===== src/rtl/axis_pkt_traffic_gen.sv =====
`default_nettype none
// ============================================================================
// Module   : axis_pkt_traffic_gen
// Brief    : AXI-Stream packet traffic source with INC / LFSR / CONST payload,
//            programmable packet length, packet count and inter-packet gap,
//            plus accepted-beat and completed-packet counters.
// Revision : 1.0 - initial release
// ============================================================================
module axis_pkt_traffic_gen #(
  parameter int                    DATA_WIDTH = 64,
  parameter int                    LEN_WIDTH  = 8,
  parameter int                    GAP_WIDTH  = 8,
  parameter logic [DATA_WIDTH-1:0] SEED       = {{(DATA_WIDTH-1){1'b0}}, 1'b1}
) (
  input  logic                  clk,
  input  logic                  rst,
  input  logic                  start,
  input  logic                  stop,
  input  logic [1:0]            mode,
  input  logic [LEN_WIDTH-1:0]  pkt_len,
  input  logic [15:0]           num_pkts,
  input  logic [GAP_WIDTH-1:0]  gap,
  input  logic [DATA_WIDTH-1:0] const_val,
  output logic [DATA_WIDTH-1:0] axis_tdata,
  output logic                  axis_tvalid,
  output logic                  axis_tlast,
  input  logic                  axis_tready,
  output logic                  busy,
  output logic                  done,
  output logic [31:0]           beat_count,
  output logic [15:0]           pkt_count
);

  // An all-zero seed would lock the LFSR at zero, so fall back to 1.
  localparam logic [DATA_WIDTH-1:0] SEED_EFF =
    (SEED == '0) ? {{(DATA_WIDTH-1){1'b0}}, 1'b1} : SEED;

  localparam logic [1:0] MODE_LFSR  = 2'd1;
  localparam logic [1:0] MODE_CONST = 2'd2;

  typedef enum logic [1:0] {
    S_IDLE = 2'd0,
    S_SEND = 2'd1,
    S_GAP  = 2'd2
  } state_t;

  state_t                 state_q, state_d;
  logic [1:0]             mode_q;
  logic [LEN_WIDTH-1:0]   len_m1_q, len_m1_d;
  logic [LEN_WIDTH-1:0]   idx_q, idx_d;
  logic [15:0]            num_q;
  logic [GAP_WIDTH-1:0]   gap_q;
  logic [GAP_WIDTH-1:0]   gap_cnt_q;
  logic                   stop_q;
  logic                   done_d;

  logic                   handshake;
  logic                   is_last;
  logic                   stop_any;
  logic                   run_ending;
  logic [15:0]            pkts_next;
  logic [DATA_WIDTH-1:0]  lfsr_next;

  assign handshake  = axis_tvalid && axis_tready;
  assign is_last    = (idx_q == len_m1_q);
  assign stop_any   = stop_q || stop;
  assign pkts_next  = pkt_count + 16'd1;
  assign run_ending = stop_any || ((num_q != 16'd0) && (pkts_next == num_q));
  assign lfsr_next  = {axis_tdata[DATA_WIDTH-2:0],
                       axis_tdata[DATA_WIDTH-1] ^ axis_tdata[DATA_WIDTH-2] ^
                       axis_tdata[DATA_WIDTH-4] ^ axis_tdata[DATA_WIDTH-5]};

  // Next-state logic: run sequencing, beat index and packet-length latch.
  always_comb begin
    state_d  = state_q;
    idx_d    = idx_q;
    len_m1_d = len_m1_q;
    done_d   = 1'b0;
    unique case (state_q)
      S_IDLE: begin
        if (start) begin
          state_d  = S_SEND;
          idx_d    = '0;
          len_m1_d = (pkt_len == '0) ? '0 : pkt_len - 1'b1;
        end
      end
      S_SEND: begin
        if (handshake) begin
          if (is_last) begin
            idx_d = '0;
            if (run_ending) begin
              state_d = S_IDLE;
              done_d  = 1'b1;
            end else if (gap_q != '0) begin
              state_d = S_GAP;
            end
          end else begin
            idx_d = idx_q + 1'b1;
          end
        end
      end
      S_GAP: begin
        if (stop_any) begin
          state_d = S_IDLE;
          done_d  = 1'b1;
        end else if (gap_cnt_q == '0) begin
          state_d = S_SEND;
        end
      end
      default: state_d = S_IDLE;
    endcase
  end

  // State register plus registered bus/status outputs derived from next state.
  always_ff @(posedge clk) begin
    if (rst) begin
      state_q     <= S_IDLE;
      idx_q       <= '0;
      len_m1_q    <= '0;
      axis_tvalid <= 1'b0;
      axis_tlast  <= 1'b0;
      busy        <= 1'b0;
      done        <= 1'b0;
    end else begin
      state_q     <= state_d;
      idx_q       <= idx_d;
      len_m1_q    <= len_m1_d;
      axis_tvalid <= (state_d == S_SEND);
      axis_tlast  <= (state_d == S_SEND) && (idx_d == len_m1_d);
      busy        <= (state_d != S_IDLE);
      done        <= done_d;
    end
  end

  // Configuration latch, payload generator, counters, gap timer, sticky stop.
  always_ff @(posedge clk) begin
    if (rst) begin
      mode_q     <= 2'd0;
      num_q      <= 16'd0;
      gap_q      <= '0;
      gap_cnt_q  <= '0;
      stop_q     <= 1'b0;
      axis_tdata <= '0;
      beat_count <= 32'd0;
      pkt_count  <= 16'd0;
    end else begin
      if ((state_q == S_IDLE) && start) begin
        mode_q     <= mode;
        num_q      <= num_pkts;
        gap_q      <= gap;
        beat_count <= 32'd0;
        pkt_count  <= 16'd0;
        stop_q     <= 1'b0;
        unique case (mode)
          MODE_LFSR:  axis_tdata <= SEED_EFF;
          MODE_CONST: axis_tdata <= const_val;
          default:    axis_tdata <= '0;
        endcase
      end

      if (handshake) begin
        beat_count <= beat_count + 32'd1;
        if (mode_q == MODE_LFSR) begin
          axis_tdata <= lfsr_next;
        end else if (mode_q != MODE_CONST) begin
          axis_tdata <= axis_tdata + 1'b1;
        end
        if (is_last) begin
          pkt_count <= pkts_next;
          // Loaded with gap-1 so GAP lasts exactly gap cycles.
          gap_cnt_q <= gap_q - 1'b1;
        end
      end else if ((state_q == S_GAP) && (gap_cnt_q != '0)) begin
        gap_cnt_q <= gap_cnt_q - 1'b1;
      end

      if (state_q != S_IDLE) begin
        if (state_d == S_IDLE) begin
          stop_q <= 1'b0;
        end else if (stop) begin
          stop_q <= 1'b1;
        end
      end
    end
  end

endmodule
`default_nettype wire


===== config.mk =====
export PLATFORM = sky130hd
export DESIGN_NAME = axis_pkt_traffic_gen
export DESIGN_NICKNAME = d
export VERILOG_FILES = /design/src/rtl/axis_pkt_traffic_gen.sv
export SDC_FILE = /design/constraint.sdc
export NUM_CORES = 1
export LEC_CHECK = 0
export CELL_PAD_IN_SITES_DETAIL_PLACEMENT = 1
export CELL_PAD_IN_SITES_GLOBAL_PLACEMENT = 2
export CORE_ASPECT_RATIO = 1.25
export CORE_MARGIN = 2
export CORE_UTILIZATION = 30
export CTS_CLUSTER_DIAMETER = 60
export DETAILED_ROUTE_END_ITERATION = 10
export PLACE_DENSITY_LB_ADDON = 0.15
export SLEW_MARGIN = 20
export SYNTH_ARGS = -nofsm -noshare
export SYNTH_HDL_FRONTEND = slang
export SYNTH_SLANG_ARGS = --single-unit

===== constraint.sdc =====
create_clock -name clk -period 4.1 [get_ports clk]
set_clock_uncertainty 0.05 [all_clocks]
set_input_delay 0.82 -clock clk [delete_from_list [all_inputs] [get_ports clk]]
set_output_delay 0.82 -clock clk [all_outputs]
set_load 0.05 [all_outputs]

Figure 1. Sequential cells coloured by netlist name (run 1).
Scale: 1.5 px per um. Other sequential cells in the stronger grey, the rest of the logic in the fainter grey.
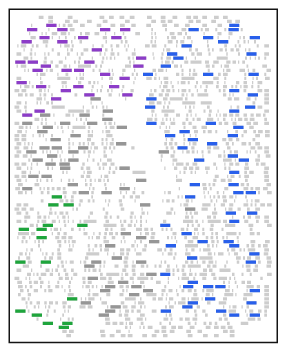
legend:
  beat_count:
    colour: purple
    placed_flops: 32
    where: north-west
  pkt_count:
    colour: green
    placed_flops: 16
  axis_tdata:
    colour: blue
    placed_flops: 64
not coloured: 57
sequential standard cell area: 0.00338 mm2
power consumed by sequential cells: 1.91 mW
fraction of standard cell area that is sequential: 23.3%
share of the core filled with cells in the final layout: 39.0%

Figure 2. Metal 2 (run 1).
Scale: 1.5 px per um.
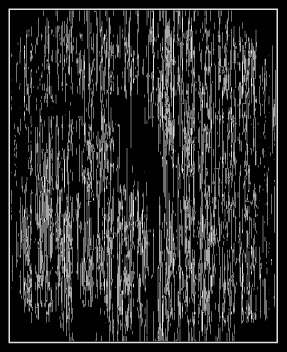
main direction: vertical
wire length on this layer: 22.4 mm
met2 Usage GRT: 40.1%
final WL: 43.1 mm
routed vias: 11800

Figure 3. Sizing map (run 1).
Scale: 2 px per um.
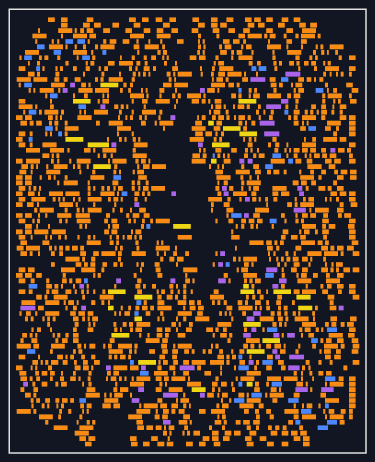
legend:
  x6 and larger:
    colour: yellow
    cells: 28
  x1 and smaller:
    colour: orange
    cells: 1521
  x2:
    colour: blue
    cells: 58
  x3 and x4:
    colour: purple
    cells: 59
Final Worst Setup Slack: 1.04 ns
synthesis-to-layout area growth: 28.2%
Non-Clock Buffer Count: 250
cell area after layout: 0.0145 mm2

==> run notes, run 1 <==
Results of the run.

The floorplan core density is 30.4%. The number of instances in the synthesized netlist is approximately 1500. The number of maximum-capacitance violations recorded for the run is 0. For met3 alone, demand over resource in global routing was 2.85%. The launch point of the critical path was reported as pkt_len[4]. The flow ran to the end, and the final reports show no timing, DRC or antenna violations.

The net load switching power is 1.72 mW. Total global-route track usage over all layers is between 20% and 30%. The total clock buffers created by CTS is 17. The number of buffers inserted by port buffering is roughly 220. The total area inside the core boundary comes to 0.0372 mm2. In this run the static leakage power is about 5.1 nW.

The H-tree generated during clock tree synthesis spans 4 levels. The power per cell area is approximately 330 mW/mm2. The number of hold-slack violations in the final timing report is 0. The number of detailed-routing iterations run before antenna repair is 5. The number of cells in Yosys stat is about 1500. Per the detail_route report, routed wire per instance is around 20 um.

The kind of end point of the critical path is a register. The final RePlAce weighted congestion is roughly 0.82. The clock transition at the register clock pins on the worst setup and hold paths after CTS is approximately 0.07 ns. The sum of negative setup slack is 0 ns. The most used flip-flop cell is sky130_fd_sc_hd__dfxtp_1.

The post-route antenna net violation count is 0. The count of cells resized by post-cts repair is 0. Per the detail_route report, vias per standard cell equal around 5.5.

Measured in cells, the most critical reg-to-reg path has a length of 8. The count of pins over their slew limit is 0. For this run, the script counts the antenna cells in the layout as 0.

The detailed-route DRC error count is 0. The post-CTS setup repair buffer count is 0. The die covers approximately 0.04 mm2. STA shows the worst min-delay path finishing at gap_q[1]$_SDFFE_PP0P_. The commonest cells after synthesis are sky130_fd_sc_hd__nand2_1 (208), sky130_fd_sc_hd__dfxtp_1 (169), sky130_fd_sc_hd__nor2_1 (151). Counting the warning lines in the Yosys log gives 0. STA classifies the critical path startpoint as an input port. The clock tree from TritonCTS is done. Detailed-route iteration 0 reported a violation count of ~490. The synthesized design contains about 170 register bits.

In this run the worst path has a maximum fanout of 7. The largest buffer count on any clock path is 2. The last element of the critical path is axis_tlast$_SDFF_PP0_.

The kind of path behind the tightest hold check is register to register. The clock period could shrink to about 3 ns. For this run, global-route usage on met1 was measured as a little over a quarter. The final net count is 1769.

The worst hold path depth is 2. The number of enable flip-flop cells is 0. The path type of the worst setup path is input port to register. The net count after synthesis is 1607. According to the timing report, the arrival time at the worst endpoint equals approximately 3.4 ns.

The count of hold buffers inserted by post-cts repair is 0. For this run, the top clock speed supported by timing is approximately 330 MHz. IR analysis of the VDD net gives a maximum drop of approximately 210 uV.

The sequential element share of the synthesized area is approximately 30%. The post-route netlist has around 8.7% of its cells at a drive strength greater than 1. The total standard cell area after synthesis is about 0.011 mm2.

The via count of the first global-routing pass was 12300. In this run the tools logged warnings totalling 33. The internal cell power is just over 3 mW. The die span in x is 178 um.

At the later pin of the worst-skew pair, clock insertion delay measures between 0.4 and 0.5 ns. The number of placement rows is approximately 79. Per the synthesis report, the single largest cell type by area occupies around 30% of cell area. Post-synthesis, Yosys gives the total cell area as around 0.011 mm2.

Clock tree synthesis selected as its root buffer the cell sky130_fd_sc_hd__clkbuf_16. The async set or reset register ratio after synthesis is 0%. The library cell with the largest summed area after synthesis is sky130_fd_sc_hd__dfxtp_1.

The setup slack of the worst register-to-register path is 1.04 ns. Endpoints with negative setup slack in the final report add up to 0. The worst hold slack after final layout is roughly 0.43 ns. Setup repair after global routing left no endpoint under its margin. The final timing summary puts the cycle share of the worst path at 74.6%. STA lists the startpoint of the worst hold path as gap_q[1]$_SDFFE_PP0P_. Per report_power, the clock group accounts for about a third of the total.

The headroom to the max-slew limit is 30.0%. The first global-routing pass estimated about 70 mm of wire. The portion of total power attributed to combinational logic is around 26%. The post-synthesis average cell area is approximately 7.6 um2. The global-route congestion overflow total is 0. The library cell with the highest instance count after synthesis is sky130_fd_sc_hd__nand2_1. The number of antenna violations at the first check in global routing came to 0. The pin closest to its max-slew limit shows a slew of between 1 and 1.5 ns. After synthesis, the netlist uses roughly 87 different library cells. The number of I/O pins is about 220. The synthesis report lists the most area-consuming cells as sky130_fd_sc_hd__dfxtp_1 (30%), sky130_fd_sc_hd__nand2_1 (6.9%), sky130_fd_sc_hd__a21oi_1 (5.8%). The vertical extent of the die is about 220 um. Per the breakdown, switching nets consume 36.0% of all power. The share of total power in sequential cells is roughly two fifths. The sum of net half-perimeters after detailed placement is about 31 mm. The TritonCTS sink count is 169. Entering global routing, the biggest net connects between 100 and 150 pins.

The most heavily used metal layer in global routing is met2. The required time at the worst endpoint is listed as ~4.4 ns. The worst register-to-register path ends at axis_tdata[58]$_SDFF_PP0_. The startpoint of the most critical register-to-register path is axis_tdata[1]$_SDFF_PP0_.
==> run 1: layout by cell type (no fill, tap or decap), drive strengths merged, types with 8 or more instances in the layout <==
| cell type | count |
|---|---|
| and2 | 13 |
| xnor2 | 50 |
| ha | 13 |
| buf | 33 |
| dfxtp | 169 |
| a211oi | 37 |
| mux2i | 23 |
| clkbuf | 18 |
| nand2 | 209 |
| a311oi | 12 |
| mux2 | 17 |
| or3 | 8 |
| and3 | 56 |
| inv | 31 |
| nand3 | 91 |
| a221oi | 11 |
| a31oi | 17 |
| a22oi | 11 |
| nor4 | 30 |
| xor2 | 37 |
| nor3 | 36 |
| nor2 | 157 |
| clkdlybuf4s50 | 217 |
| nand4 | 29 |
| o21ai | 59 |
| a2111oi | 26 |
| o22ai | 12 |
| a21oi | 131 |
==> run 1: logic make-up after synthesis <==
kind of cell    synth area share, %
fa+ha+maj                      1.53
mux                            3.73
compound gates                 22.6
simple gates                   30.4
flops                          29.9
xor+xnor                       6.74
buf+inv                        5.09
==> run 1: layout make-up <==
cell class / count / area [um2]
Inverter: 25 / 93.8
Multi-Input combinational cell: 1190 / 7380
Tap cell: 486 / 608
Fill cell: 4508 / 22700
Clock buffer: 18 / 429
Clock inverter: 14 / 138
Sequential cell: 169 / 3380
Timing Repair Buffer: 250 / 2470
==> run 1: routing by layer <==
layer,up-vias,wire length (um)
li1,5756,-
met1,5760,18300
met2,240,22400
met3,55,1480
met4,0,949
met5,-,0
==> run 1: sequential cells by signal, summed over array words and instances (netlist names) <==
| name | flops |
|---|---|
| state_q | 2 |
| len_m1_q | 8 |
| gap_cnt_q | 8 |
| pkt_count | 16 |
| done | 1 |
| axis_tvalid | 1 |
| busy | 1 |
| gap_q | 8 |
| stop_q | 1 |
| num_q | 16 |
| axis_tlast | 1 |
| mode_q | 2 |
| beat_count | 32 |
| idx_q | 8 |
| axis_tdata | 64 |
==> run 1: power groups by stage <==
stage / Clock, mW / Combinational [mW] / Sequential (mW)
2_1_floorplan: 0 / 0.625 / 2.07
3_3_place_gp: 0 / 1.23 / 1.94
3_5_place_dp: 0 / 1.25 / 1.94
4_1_cts: 1.69 / 1.26 / 1.91
5_1_grt: 1.75 / 1.35 / 1.92
6_report: 1.64 / 1.24 / 1.91
==> run 1: per-stage QoR <==
stage          power, mW  setup slack (ns)  std cells  area (um2)  util [%]
3_5_place_dp        3.19             0.567       2120       13900      37.5
5_1_grt             5.03             0.793       2152       14500      39.0
2_1_floorplan       2.69             0.768       1491       11300         -
4_1_cts             4.86              1.01       2152       14500      39.0
3_3_place_gp        3.18             0.608       2120       13900      37.5
6_report            4.79              1.04       2152       14500      39.0
==> run 1: critical path, stage by stage <==
cell	delay, ns
sky130_fd_sc_hd__clkdlybuf4s50_1	0.47
sky130_fd_sc_hd__or4_4	0.57
sky130_fd_sc_hd__o41a_4	0.42
sky130_fd_sc_hd__a22oi_1	0.23
sky130_fd_sc_hd__xor2_1	0.11
sky130_fd_sc_hd__or4_1	0.54
sky130_fd_sc_hd__nor4_2	0.21
Figure 4. Routing congestion map (run 1).
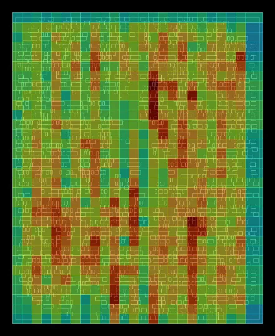

==> inputs of run 2 (changes only) <==
Settings changed: CORE_UTILIZATION 30 to 27.
Clock period 4.1 ns to 2.5 ns, I/O delays scaled along.
Figure 5. Routing congestion map (run 2).
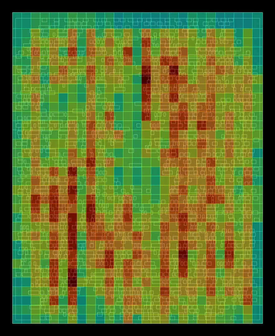
met2 Usage GRT: 41.5%
met1 Use GR: 24.1%
all-layer global routing usage: 21.6%
Wirelength per Cell: 19.4 um

Figure 6. Metal 2 (run 2).
Scale: 1.5 px per um.
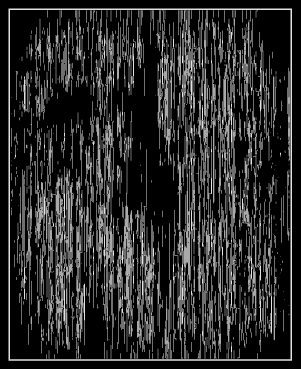
wire length on this layer: 24.8 mm
longest straight run: 77.9 um
share of all routed wire: 53%
final WL: 47.0 mm
routed vias: 12700

==> run notes, run 2 <==
Results of the run.

The largest buffer count on any clock path was 2 (unchanged). The number of enable flip-flop cells came to 0 (unchanged). The number of placement rows is 83 (+5.1%).

The number of flip-flops in the largest register is 64 (unchanged). The pre-CTS setup slack came to -0.618 ns (-1.19 ns). The global-route wire length before repair was 74.8 mm (+8.5%). The most used flip-flop cell is sky130_fd_sc_hd__dfxtp_1. The yosys warning tally came to 0 (unchanged). Yosys instantiated no cell more often than sky130_fd_sc_hd__nand2_1.

The number of violations reported at the end of detailed-routing iteration 0 is 404 (-17%). The final worst-path setup slack is 0.0692 ns (-0.974 ns). The headroom to the max-slew limit is 52.7% (+23 points). The number of maximum-capacitance violations is 0 (unchanged). The worst setup path is launched from an input port.

STA classifies the critical path endpoint as a register. The number of detailed-routing iterations run before antenna repair is 4 (-1). The number of antenna violations at the first check in global routing was 1 (+1). The number of cells in Yosys stat is 1491 (unchanged). The number of warnings in the stage logs is 33 (unchanged). The most frequently placed logic cell in the final layout is sky130_fd_sc_hd__buf_4.

The top cell type's share of synthesized area is 29.9% (unchanged). The power per cell area is 507 mW/mm2 (+54%). TritonCTS built the clock tree. The via count of the first global-routing pass is 13600 (+10%). In the post-synthesis netlist, the biggest area contributors are sky130_fd_sc_hd__dfxtp_1 (30%), sky130_fd_sc_hd__nand2_1 (6.9%), sky130_fd_sc_hd__a21oi_1 (5.8%). The detailed-route DRC error count is 0 (unchanged). The largest registers in the layout are axis_tdata: 64 flops, beat_count: 32 flops. The root buffer cell is sky130_fd_sc_hd__clkbuf_16. The number of hold-slack violations in the final timing report is 0 (unchanged). The count of pins over their slew limit is 0 (unchanged). The vertical extent of the die is 233 um (+5.3%). The post-synth net total is 1607 (unchanged). The arrival time at the worst endpoint is 2.76 ns (-0.61 ns). The final net count is 1973 (+12%). The largest fanout on the critical path came to 4 (-3).

The clock latency on the worst-skew pair is 0.47 ns (+0.02 ns). The most critical min-delay path falls under input port to register. The post-placement cell count is 2384 (+12%).

The detailed-route vias per instance is 5.24 (-4.5%). The final RePlAce weighted congestion was 0.850 (+3.3%). Summed over all instances, the cell type with the most area after synthesis is sky130_fd_sc_hd__dfxtp_1. The post-synthesis average cell area came to 7.59 um2 (unchanged).

The global routing met3 resource utilization is 2.71% (-0.14 points). The share of layout cells above drive strength 1 is 23.4% (+15 points). The slew at the pin closest to its max-slew limit is 0.709 ns (-0.339 ns). The maximum level of the CTS H-tree is 4 (unchanged).

The placed instance area is 0.0156 mm2 (+12%). The total setup violations reported at the end of the flow is 0 (unchanged). The post-route antenna net violation count is 0 (unchanged). The synthesized chip area reported by yosys is 0.0113 mm2 (unchanged).

Setup repair after global routing could not meet its margin everywhere. The floorplan core density was 27.4% (-3.0 points). The area of all placed cells without fillers is 0.0165 mm2 (+14%). The number of I/O pins is 219 (unchanged). The TritonCTS sink count was 169 (unchanged). The total standard cell area after synthesis was 0.0113 mm2 (unchanged). The cell leakage power was 6.26 nW (+22%).

The sum of net half-perimeters after detailed placement is 35.9 mm (+15%). The flow ran to the end, and the final reports show no timing, DRC or antenna violations. The die span in x is 187 um (+5.3%). The minimum clock period is about 2.4 ns. The global-route congestion overflow total is 0 (unchanged). In this build the clock could be raised as far as about 400 MHz. The count of hold buffers inserted by post-cts repair is 0 (unchanged). The total die size is 0.0436 mm2 (+11%). The sum of negative setup slack is 0 ns (unchanged). Yosys reports that the most numerous cell types are sky130_fd_sc_hd__nand2_1 (208), sky130_fd_sc_hd__dfxtp_1 (169), sky130_fd_sc_hd__nor2_1 (151). The sequential element share of the synthesized area is 29.9% (unchanged).

The top cell types in the final layout, fill and taps aside, are sky130_fd_sc_hd__buf_4 (228), sky130_fd_sc_hd__clkdlybuf4s50_1 (212), sky130_fd_sc_hd__nand2_1 (206). The layout overhead on the synthesized area is 45.5%. The number of instances in the synthesized netlist was 1491 (unchanged).

The largest net degree at the start of global routing is 57 (-55%). The number of distinct standard cells referenced by the synthesized netlist is 87 (unchanged). The path type of the worst setup path is input port to register. The register with the most flip-flops in the final layout is axis_tdata. The required arrival time at the worst endpoint is 2.83 ns (-1.58 ns). The count of inserted antenna diode cells was 0 (unchanged). The clock transition at the register clock pins on the worst setup and hold paths after CTS is 0.07 ns (about the same).

The non-filler instance count after layout is 2422 (+13%). The total clock buffers created by CTS is 17 (unchanged). The total of fill cells in the finished design is 4982 (+11%). The peak supply drop is 477 uV (+130%). The number of buffers inserted by port buffering is 218 (unchanged). The worst hold slack after final layout was 0.391 ns (-0.0399 ns). The flip-flop and latch count after synthesis is 169 (unchanged). The most heavily used metal layer in global routing is met2. The async set or reset register ratio after synthesis is 0% (unchanged). The placeable core region is 0.0412 mm2 (+11%). The period utilization is 97.2%.
[run 2: cell counts after synthesis]
Identical to the previous run, type by type.
[run 2: critical path, cell delays in order]
cell                              delay (ns)
sky130_fd_sc_hd__clkdlybuf4s50_1        0.43
sky130_fd_sc_hd__inv_2                  0.09
sky130_fd_sc_hd__ha_2                   0.18
sky130_fd_sc_hd__inv_1                  0.05
sky130_fd_sc_hd__o41a_4                 0.46
sky130_fd_sc_hd__a22oi_2                0.17
sky130_fd_sc_hd__xor2_1                 0.10
sky130_fd_sc_hd__or4_4                  0.54
sky130_fd_sc_hd__nor4_2                 0.24
[run 2: area by class of cell]
type                    count  area [um2]  share of cell area [%]
inverters                  25        97.6                   0.593
multi-input cells        1190        7560                    45.9
clock inverters            13         131                   0.798
clock buffers              19         464                    2.82
flip-flops and latches    169        3460                    21.0
well taps                 552         691                    4.20
repair buffers            454        4060                    24.7
[run 2: routing by layer]
layer	routed length, um	part of all wire (%)
met5	8	0.017
met4	1270	2.7
met3	1290	2.7
met2	24800	53
met1	19600	42
[run 2: cell families (layout without fill, tap and decap cells)]
family / Yosys count / in the layout / share of synthesized area [%]
compound gates: 378 / 378 / 22.6
xor+xnor: 87 / 87 / 6.74
fa+ha+maj: 14 / 14 / 1.53
buf+inv: 132 / 511 / 5.09
flops: 169 / 169 / 29.9
mux: 40 / 40 / 3.73
simple gates: 671 / 671 / 30.4
[run 2: path summary, 6_finish.rpt]
kind	endpoint	start	cells past startpoint	slack, ns
worst max-delay path	axis_tlast$_SDFF_PP0_	pkt_len[0]	9	0.07
worst min-delay path	state_q[1]$_SDFF_PP0_	rst	3	0.39
worst max register to register	axis_tlast$_SDFF_PP0_	state_q[1]$_SDFF_PP0_	9	0.12
worst min register to register	gap_q[7]$_SDFFE_PP0P_	gap_q[7]$_SDFFE_PP0P_	2	0.43
[run 2: power breakdown]
| group | internal, mW | switching [mW] | leakage, nW | total (mW) |
|---|---|---|---|---|
| Combinational | 1.06 | 1.44 | 4.57 | 2.50 |
| Clock | 1.49 | 1.32 | 0.289 | 2.80 |
| Sequential | 2.86 | 0.189 | 1.40 | 3.05 |
| Total | 5.40 | 2.95 | 6.26 | 8.35 |
[run 2: through the flow]
stage	total power, mW	utilization [%]
after global routing	8.78	39.9
after floorplan	4.44	-
final	8.35	39.9
after CTS	8.43	39.5
after global placement	5.52	37.9
after detailed placement	5.55	37.9
[run 2: timing repair]
item                                    4_1_cts  5_1_grt
gates resized                                14       44
pin swaps                                     6        7
endpoints found under the setup margin       12       23
buffers inserted                              2        4
Power is estimated from default activity; no workload was simulated.
